[config.mk]
export PLATFORM = sky130hd
export DESIGN_NAME = load_store_unit
export DESIGN_NICKNAME = d
export VERILOG_FILES = /design/src/rtl/lsu_pkg.sv /design/src/rtl/lsu_align.sv /design/src/rtl/load_store_unit.sv
export SDC_FILE = /design/constraint.sdc
export NUM_CORES = 1
export LEC_CHECK = 0
export CAP_MARGIN = 30
export CORE_MARGIN = 2
export CORE_UTILIZATION = 50
export CTS_BUF_LIST = sky130_fd_sc_hd__clkbuf_8
export CTS_CLUSTER_SIZE = 20
export DETAILED_ROUTE_END_ITERATION = 7
export PLACE_DENSITY = 0.79
export REMOVE_ABC_BUFFERS = 1
export SKIP_CTS_REPAIR_TIMING = 1
export SYNTH_ARGS = -nofsm -noshare
export SYNTH_HDL_FRONTEND = slang
export SYNTH_HIERARCHICAL = 1
export SYNTH_SLANG_ARGS = --single-unit
export TNS_END_PERCENT = 5
[constraint.sdc]
create_clock -name clk -period 4 [get_ports clk]
set_clock_uncertainty 0.1 [all_clocks]
set_input_delay 1 -clock clk [delete_from_list [all_inputs] [get_ports clk]]
set_output_delay 1 -clock clk [all_outputs]
set_load 0.02 [all_outputs]
[src/rtl/lsu_pkg.sv]
// Shared definitions for the load/store unit.
//   - access size encodings (funct3[1:0])
//   - response fault cause codes
//   - FSM state encoding (also exported on the debug port)
package lsu_pkg;

    localparam logic [1:0] SZ_B = 2'd0;
    localparam logic [1:0] SZ_H = 2'd1;
    localparam logic [1:0] SZ_W = 2'd2;
    localparam logic [1:0] SZ_D = 2'd3;

    localparam logic [1:0] CAUSE_NONE     = 2'd0;
    localparam logic [1:0] CAUSE_MISALIGN = 2'd1;
    localparam logic [1:0] CAUSE_TIMEOUT  = 2'd2;
    localparam logic [1:0] CAUSE_ILLEGAL  = 2'd3;

    typedef enum logic [1:0] {
        ST_IDLE  = 2'd0,
        ST_BEAT1 = 2'd1,
        ST_BEAT2 = 2'd2,
        ST_RESP  = 2'd3
    } lsu_state_t;

endpackage

[src/rtl/lsu_align.sv]
// Combinational lane alignment for the load/store unit.
//   i_off      byte offset of the access inside a bus word
//   i_size     size encoding (byte/half/word/double)
//   i_wdata    right-justified store data
//   i_stage    two-word load staging register (beat 1 low, beat 2 high)
//   i_unsigned zero-extend instead of sign-extend
//   o_be1/2    byte enables for beat 1 / beat 2
//   o_wdata1/2 lane-shifted store data for beat 1 / beat 2
//   o_rdata    extracted and extended load result
module lsu_align
    import lsu_pkg::*;
#(
    parameter int XLEN = 32,
    localparam int B    = XLEN / 8,
    localparam int OFFW = $clog2(XLEN / 8)
) (
    input  logic [OFFW-1:0]   i_off,
    input  logic [1:0]        i_size,
    input  logic [XLEN-1:0]   i_wdata,
    input  logic [2*XLEN-1:0] i_stage,
    input  logic              i_unsigned,
    output logic [B-1:0]      o_be1,
    output logic [B-1:0]      o_be2,
    output logic [XLEN-1:0]   o_wdata1,
    output logic [XLEN-1:0]   o_wdata2,
    output logic [XLEN-1:0]   o_rdata
);

    logic [3:0]        w_nbytes;
    logic [2*B-1:0]    w_base;
    logic [2*B-1:0]    w_mask;
    logic [OFFW+3:0]   w_sh1;
    logic [OFFW+3:0]   w_sh2;
    logic [XLEN-1:0]   w_raw;
    logic [XLEN-1:0]   w_keep;
    logic              w_sign;

    always_comb begin
        w_nbytes = 4'd1 << i_size;
        // Mask is built 2B wide so the lanes spilling past the bus word
        // land in the upper half and become the second-beat enables.
        w_base   = ((2*B)'(1) << w_nbytes) - (2*B)'(1);
        w_mask   = w_base << i_off;
        o_be1    = w_mask[B-1:0];
        o_be2    = w_mask[2*B-1:B];

        w_sh1    = {1'b0, i_off, 3'b000};
        w_sh2    = (OFFW+4)'(XLEN) - w_sh1;
        o_wdata1 = i_wdata << w_sh1;
        o_wdata2 = i_wdata >> w_sh2;

        // Staging holds beat 1 in the low word and beat 2 in the high word,
        // so a single right shift by the offset lines up every access.
        w_raw    = XLEN'(i_stage >> w_sh1);

        w_keep   = '1;
        w_sign   = 1'b0;
        case (i_size)
            SZ_B: begin
                w_keep = XLEN'(8'hFF);
                w_sign = w_raw[7];
            end
            SZ_H: begin
                w_keep = XLEN'(16'hFFFF);
                w_sign = w_raw[15];
            end
            SZ_W: begin
                w_keep = XLEN'(32'hFFFF_FFFF);
                w_sign = w_raw[XLEN == 32 ? 0 : 31];
            end
            default: begin
                w_keep = '1;
                w_sign = 1'b0;
            end
        endcase
        o_rdata = (w_raw & w_keep) | (~w_keep & {XLEN{w_sign & ~i_unsigned}});
    end

endmodule

[src/rtl/load_store_unit.sv]
// Multicycle load/store engine between the core and the memory bus.
//   clk, rst          clock, synchronous active-high reset
//   req_*             one request at a time from the core
//   rsp_*             one-cycle response pulse (data, fault, cause)
//   rd_en_o/wr_en_o   registered bus strobes, held until ack_i
//   byte_enable_o     lane enables; addr_o is always bus-word aligned
//   data_o/data_i     lane-shifted store data / bus read data
//   ack_i             bus completion for the current beat
//   dbg_state_o       current FSM state for observation
//
// Handshake: a request transfers on a rising edge where req_valid_i and
// req_ready_o are both high; ready is high only in IDLE and the request
// fields need only be valid in that cycle. A bus beat completes on the edge
// where ack_i is high while a strobe is asserted; the strobes and fields are
// held stable until then and drop on that edge.
module load_store_unit
    import lsu_pkg::*;
#(
    parameter int XLEN             = 32,
    parameter int TIMEOUT_CYCLES   = 256,
    parameter bit SPLIT_MISALIGNED = 1'b1,
    localparam int B               = XLEN / 8
) (
    input  logic             clk,
    input  logic             rst,
    input  logic             req_valid_i,
    output logic             req_ready_o,
    input  logic             req_write_i,
    input  logic [2:0]       req_funct3_i,
    input  logic [XLEN-1:0]  req_addr_i,
    input  logic [XLEN-1:0]  req_wdata_i,
    output logic             rsp_valid_o,
    output logic [XLEN-1:0]  rsp_rdata_o,
    output logic             rsp_fault_o,
    output logic [1:0]       rsp_cause_o,
    output logic             rd_en_o,
    output logic             wr_en_o,
    output logic [B-1:0]     byte_enable_o,
    output logic [XLEN-1:0]  addr_o,
    output logic [XLEN-1:0]  data_o,
    input  logic [XLEN-1:0]  data_i,
    input  logic             ack_i,
    output lsu_state_t       dbg_state_o
);

    localparam int OFFW    = $clog2(B);
    localparam int CW      = (TIMEOUT_CYCLES > 1) ? $clog2(TIMEOUT_CYCLES) : 1;
    localparam int TO_LAST = (TIMEOUT_CYCLES == 0) ? 0 : TIMEOUT_CYCLES - 1;

    lsu_state_t        r_state, w_state_next;
    logic              r_write, r_unsigned, r_cross, r_fault;
    logic [1:0]        r_size, r_cause;
    logic [XLEN-1:0]   r_addr, r_wdata;
    logic              r_rd_en, r_wr_en;
    logic [B-1:0]      r_be;
    logic [XLEN-1:0]   r_bus_addr, r_bus_data;
    logic [2*XLEN-1:0] r_stage;
    logic [CW-1:0]     r_wdog;

    logic [OFFW-1:0]   w_in_off, w_off;
    logic [1:0]        w_in_size, w_size;
    logic [4:0]        w_in_end;
    logic              w_in_cross, w_in_illegal, w_in_misalign;
    logic [XLEN-1:0]   w_in_aligned, w_aligned, w_wdata;
    logic              w_live, w_timeout;
    logic [B-1:0]      w_be1, w_be2;
    logic [XLEN-1:0]   w_wdata1, w_wdata2, w_rdata;

    // Request decode straight from the inputs; only used on acceptance.
    assign w_in_off      = req_addr_i[OFFW-1:0];
    assign w_in_size     = req_funct3_i[1:0];
    assign w_in_end      = 5'(w_in_off) + (5'd1 << w_in_size);
    assign w_in_cross    = (w_in_end > 5'(B));
    assign w_in_illegal  = ((w_in_size == SZ_D) && (XLEN == 32)) ||
                           (req_write_i && req_funct3_i[2]);
    assign w_in_misalign = w_in_cross && !SPLIT_MISALIGNED;
    assign w_in_aligned  = {req_addr_i[XLEN-1:OFFW], {OFFW{1'b0}}};
    assign w_aligned     = {r_addr[XLEN-1:OFFW], {OFFW{1'b0}}};

    // In IDLE the aligner sees the incoming request so beat 1 can be
    // launched on the acceptance edge; afterwards it sees the held request.
    assign w_off   = (r_state == ST_IDLE) ? w_in_off    : r_addr[OFFW-1:0];
    assign w_size  = (r_state == ST_IDLE) ? w_in_size   : r_size;
    assign w_wdata = (r_state == ST_IDLE) ? req_wdata_i : r_wdata;

    lsu_align #(.XLEN(XLEN)) u_align (
        .i_off      (w_off),
        .i_size     (w_size),
        .i_wdata    (w_wdata),
        .i_stage    (r_stage),
        .i_unsigned (r_unsigned),
        .o_be1      (w_be1),
        .o_be2      (w_be2),
        .o_wdata1   (w_wdata1),
        .o_wdata2   (w_wdata2),
        .o_rdata    (w_rdata)
    );

    // A beat is live while its strobe is up. The first BEAT2 cycle has no
    // strobe (beat 1 just dropped), which is where beat 2 gets launched.
    assign w_live    = r_rd_en | r_wr_en;
    assign w_timeout = (TIMEOUT_CYCLES != 0) && w_live && !ack_i &&
                       (r_wdog == CW'(TO_LAST));

    always_comb begin
        w_state_next = r_state;
        case (r_state)
            ST_IDLE: begin
                if (req_valid_i) begin
                    if (w_in_illegal || w_in_misalign) w_state_next = ST_RESP;
                    else                               w_state_next = ST_BEAT1;
                end
            end
            ST_BEAT1: begin
                if (w_live && ack_i)     w_state_next = r_cross ? ST_BEAT2 : ST_RESP;
                else if (w_timeout)      w_state_next = ST_RESP;
            end
            ST_BEAT2: begin
                if (w_live && (ack_i || w_timeout)) w_state_next = ST_RESP;
            end
            ST_RESP:  w_state_next = ST_IDLE;
            default:  w_state_next = ST_IDLE;
        endcase
    end

    always_ff @(posedge clk) begin
        if (rst) begin
            r_state    <= ST_IDLE;
            r_write    <= 1'b0;
            r_unsigned <= 1'b0;
            r_cross    <= 1'b0;
            r_fault    <= 1'b0;
            r_size     <= SZ_B;
            r_cause    <= CAUSE_NONE;
            r_addr     <= '0;
            r_wdata    <= '0;
            r_rd_en    <= 1'b0;
            r_wr_en    <= 1'b0;
            r_be       <= '0;
            r_bus_addr <= '0;
            r_bus_data <= '0;
            r_stage    <= '0;
            r_wdog     <= '0;
        end else begin
            r_state <= w_state_next;
            case (r_state)
                ST_IDLE: begin
                    if (req_valid_i) begin
                        r_write    <= req_write_i;
                        r_unsigned <= req_funct3_i[2];
                        r_size     <= w_in_size;
                        r_addr     <= req_addr_i;
                        r_wdata    <= req_wdata_i;
                        r_cross    <= w_in_cross;
                        r_stage    <= '0;
                        r_wdog     <= '0;
                        if (w_in_illegal) begin
                            r_fault <= 1'b1;
                            r_cause <= CAUSE_ILLEGAL;
                        end else if (w_in_misalign) begin
                            r_fault <= 1'b1;
                            r_cause <= CAUSE_MISALIGN;
                        end else begin
                            r_fault    <= 1'b0;
                            r_cause    <= CAUSE_NONE;
                            r_rd_en    <= !req_write_i;
                            r_wr_en    <= req_write_i;
                            r_be       <= w_be1;
                            r_bus_addr <= w_in_aligned;
                            r_bus_data <= req_write_i ? w_wdata1 : '0;
                        end
                    end
                end
                ST_BEAT1, ST_BEAT2: begin
                    if (!w_live) begin
                        r_rd_en    <= !r_write;
                        r_wr_en    <= r_write;
                        r_be       <= w_be2;
                        r_bus_addr <= w_aligned + XLEN'(B);
                        r_bus_data <= r_write ? w_wdata2 : '0;
                        r_wdog     <= '0;
                    end else if (ack_i) begin
                        for (int i = 0; i < B; i++) begin
                            if (r_be[i]) begin
                                if (r_state == ST_BEAT1) r_stage[8*i +: 8]        <= data_i[8*i +: 8];
                                else                     r_stage[XLEN + 8*i +: 8] <= data_i[8*i +: 8];
                            end
                        end
                        r_rd_en    <= 1'b0;
                        r_wr_en    <= 1'b0;
                        r_be       <= '0;
                        r_bus_addr <= '0;
                        r_bus_data <= '0;
                    end else if (w_timeout) begin
                        r_rd_en    <= 1'b0;
                        r_wr_en    <= 1'b0;
                        r_be       <= '0;
                        r_bus_addr <= '0;
                        r_bus_data <= '0;
                        r_fault    <= 1'b1;
                        r_cause    <= CAUSE_TIMEOUT;
                    end else begin
                        r_wdog <= r_wdog + CW'(1);
                    end
                end
                default: ;
            endcase
        end
    end

    assign req_ready_o   = (r_state == ST_IDLE);
    assign rsp_valid_o   = (r_state == ST_RESP);
    assign rsp_fault_o   = rsp_valid_o & r_fault;
    assign rsp_cause_o   = rsp_valid_o ? r_cause : CAUSE_NONE;
    assign rsp_rdata_o   = (rsp_valid_o && !r_fault && !r_write) ? w_rdata : '0;
    assign rd_en_o       = r_rd_en;
    assign wr_en_o       = r_wr_en;
    assign byte_enable_o = r_be;
    assign addr_o        = r_bus_addr;
    assign data_o        = r_bus_data;
    assign dbg_state_o   = r_state;

endmodule

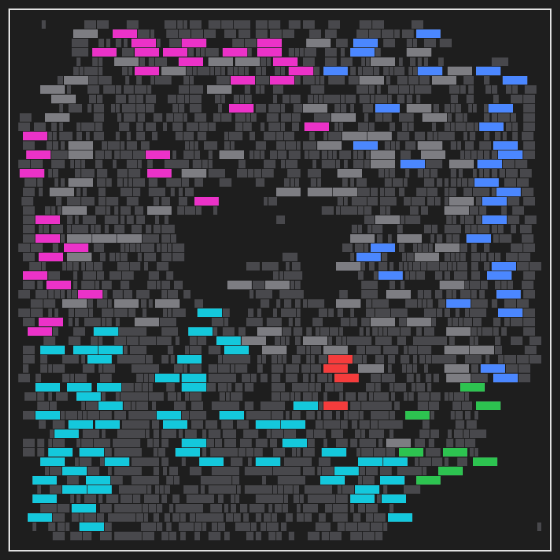
(images/registers.png)
Other sequential cells in the stronger gray, the rest of the logic in the fainter gray.
[`byte_enable_o`] red | flops: 4
[`r_wdog`] green | flops: 8 | where: bottom right
[`addr_o`] blue | flops: 30
[`data_o`] magenta | flops: 32
[`r_stage`] cyan | flops: 56
not colored: 75
Core Util, Final: 0.643
Seq area share: 0.274

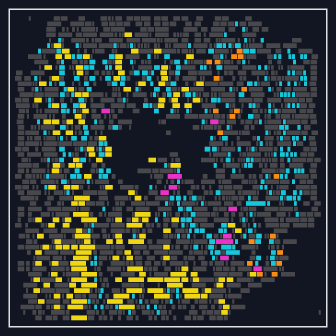
(images/gate_families.png)
[inverting AOI/OAI gates] cyan | cells: 301 | where: widely spread
[adder and majority cells] magenta | cells: 10
[XOR/XNOR gates] orange | cells: 19
[multiplexers] yellow | cells: 160
fin cells: 1960
most numerous logic cell after layout: dfxtp_1

==> results.toml <==
# synthesis and place-and-route metrics
[route]
wire_per_inst_um = 17.7
drc = 0
drt_iter0_drc = 834
dr.pass1.iters = 5
route.met2.wl_um = 16600
wl_met1_um = 14600
drtAntennaViolNets = 0
met3_wirelength_um = 2460
vias = 11500
routed.top_layer = "met4"
drt-vias-per-instance = 5.85

[die]
fp-utilization = 0.508
rows = 56
core_um2 = 23300
die_y_um = 158
die_w_um = 158

[clock_network]
cts_buffer_depth = 3
clkTransAtPathRegs_ps = 60
cts_tree = "built"
cts_sinks = 205
htree_num_levels = 2
cts_buffers = 37
cts-root-buf = "clkbuf_8"

[placed_design]
pre_cts_ws_ps = -535
gp_congestion = 0.925
dp_hpwl_um = 23300
portBuffers = 210

[global_route]
antenna_found_initial = 3
gr-usage-met2 = 0.456
busiest_layer = "met2"
grt_pass1_vias = 10900
use_met3 = 0.0465
use_met1 = 0.349
grt_usage = 0.272
grt_start_max_net_pins = 100
grt_pass1_wl_um = 54500

[synth]
yosysWarnings = 6
syn_area_um2 = 11800
syn_inst = 1441
syn_area_per_cell_um2 = 8.22

[power]
p_switching_uw = 5250
finalPower_uw = 11900
power_leakage_uw = 0.00589
swShare = 0.441
p_int_uw = 6650
pwr-share-seq = 0.261

[flow_run]
tool_warnings = 29
max_cap_viol_count = 0

[setup_path]
crit_required_ps = 2900
path_buffers = 3
r2r-start = "dbg_state_o[0]$_SDFFE_PP0P_"
r2r_cells = 13
crit_chain = "clkdlybuf4s50_1 -> mux2_2 -> mux4_2 -> mux2i_4 -> buf_6 -> o21ai_0 -> and2_1 -> buf_2"
critPathCaptureType = "output pin"
cp_slowest_cell = "clkdlybuf4s50_1"
rr_endpoint = "data_o[15]$_SDFFE_PP0P_"

[sta]
setup_ws_ps = 18.7
finalHoldViolations = 0
slew-limit-headroom = 0.411
fmax_mhz = 251
period_used_share = 0.995

[run_status]
status = "finished, final reports clean"

[cells_and_area]
drive_gt1_frac = 0.139
nets = 1729
lay_top_cells = "204 x dfxtp_1, 200 x nand2_1, 177 x clkdlybuf4s50_1"

[min_path]
hp-start = "r_wdata[11]$_SDFFE_PP0P_"
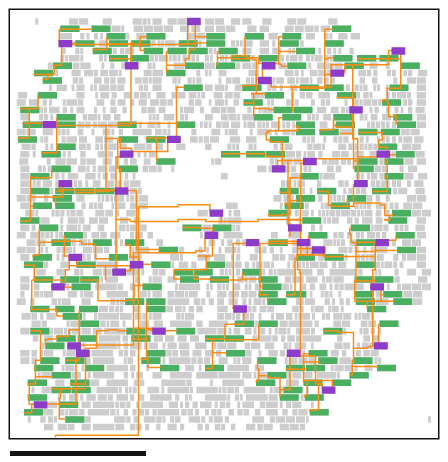
(images/clock_map.png)
Scale bar: 50 um.
[clock wires] orange | length: 2870 um
[cells driving clock nets] purple | count: 37
[flip-flops] green | count: 205
flops lie: widely spread
P_clk: 1940 uW
clk_lat worst skew: 530 ps

## worst max path at each step
stage	from	end	slack [ps]	cells after the start
after floorplan	dbg_state_o[0]$_SDFFE_PP0P_	rsp_rdata_o[16]	-1900	7
after global placement	req_addr_i[0]	rsp_rdata_o[28]	-490	8
after detailed placement	req_addr_i[0]	rsp_rdata_o[28]	-530	8
after CTS	req_addr_i[0]	rsp_rdata_o[28]	-540	8
after global routing	req_addr_i[1]	rsp_rdata_o[9]	-50	9
final	req_addr_i[1]	rsp_rdata_o[22]	20	8
## power by group through the flow
stage          sequential [uW]  combinational [uW]  clock [uW]
6_report                  3100                6860        1940
4_1_cts                   3090                6770        1970
3_3_place_gp              3100                6630           0
5_1_grt                   3170                7440        2060
3_5_place_dp              3120                6740           0
2_1_floorplan             3430                3980           0
## sequential cells by signal, indices dropped and copies added, names as in the netlist, 2 cells and up
name,cells
r_size,2
dbg_state_o,2
r_stage,56
r_wdata,32
addr_o,30
r_wdog,8
byte_enable_o,4
r_addr,32
data_o,32
## tightest hold or removal path, stage by stage (launching register included)
cell and delay (ps):
dfxtp_1 300, nand2_1 50, a21oi_1 50
## stage by stage
stage | hold WS (ps) | cells | cell area (um2) | setup TNS, ps
4_1_cts | 353 | 1956 | 15000 | -13140
2_1_floorplan | 328 | 1316 | 11300 | -157040
5_1_grt | 365 | 1960 | 15000 | -494
6_report | 350 | 1960 | 15000 | 0
3_5_place_dp | 344 | 1894 | 14300 | -13360
3_3_place_gp | 339 | 1894 | 14300 | -12450
## area by class of cell
cell class	count	area, um2
diodes	3	7.51
clock buffers	48	661
clock inverters	14	63.8
fillers	2014	8330
inverters	22	82.6
multi-input cells	1089	7160
flip-flops and latches	205	4110
well taps	319	399
repair buffers	260	2530
Power figures rest on the tool's default switching activity, not on a simulated workload.
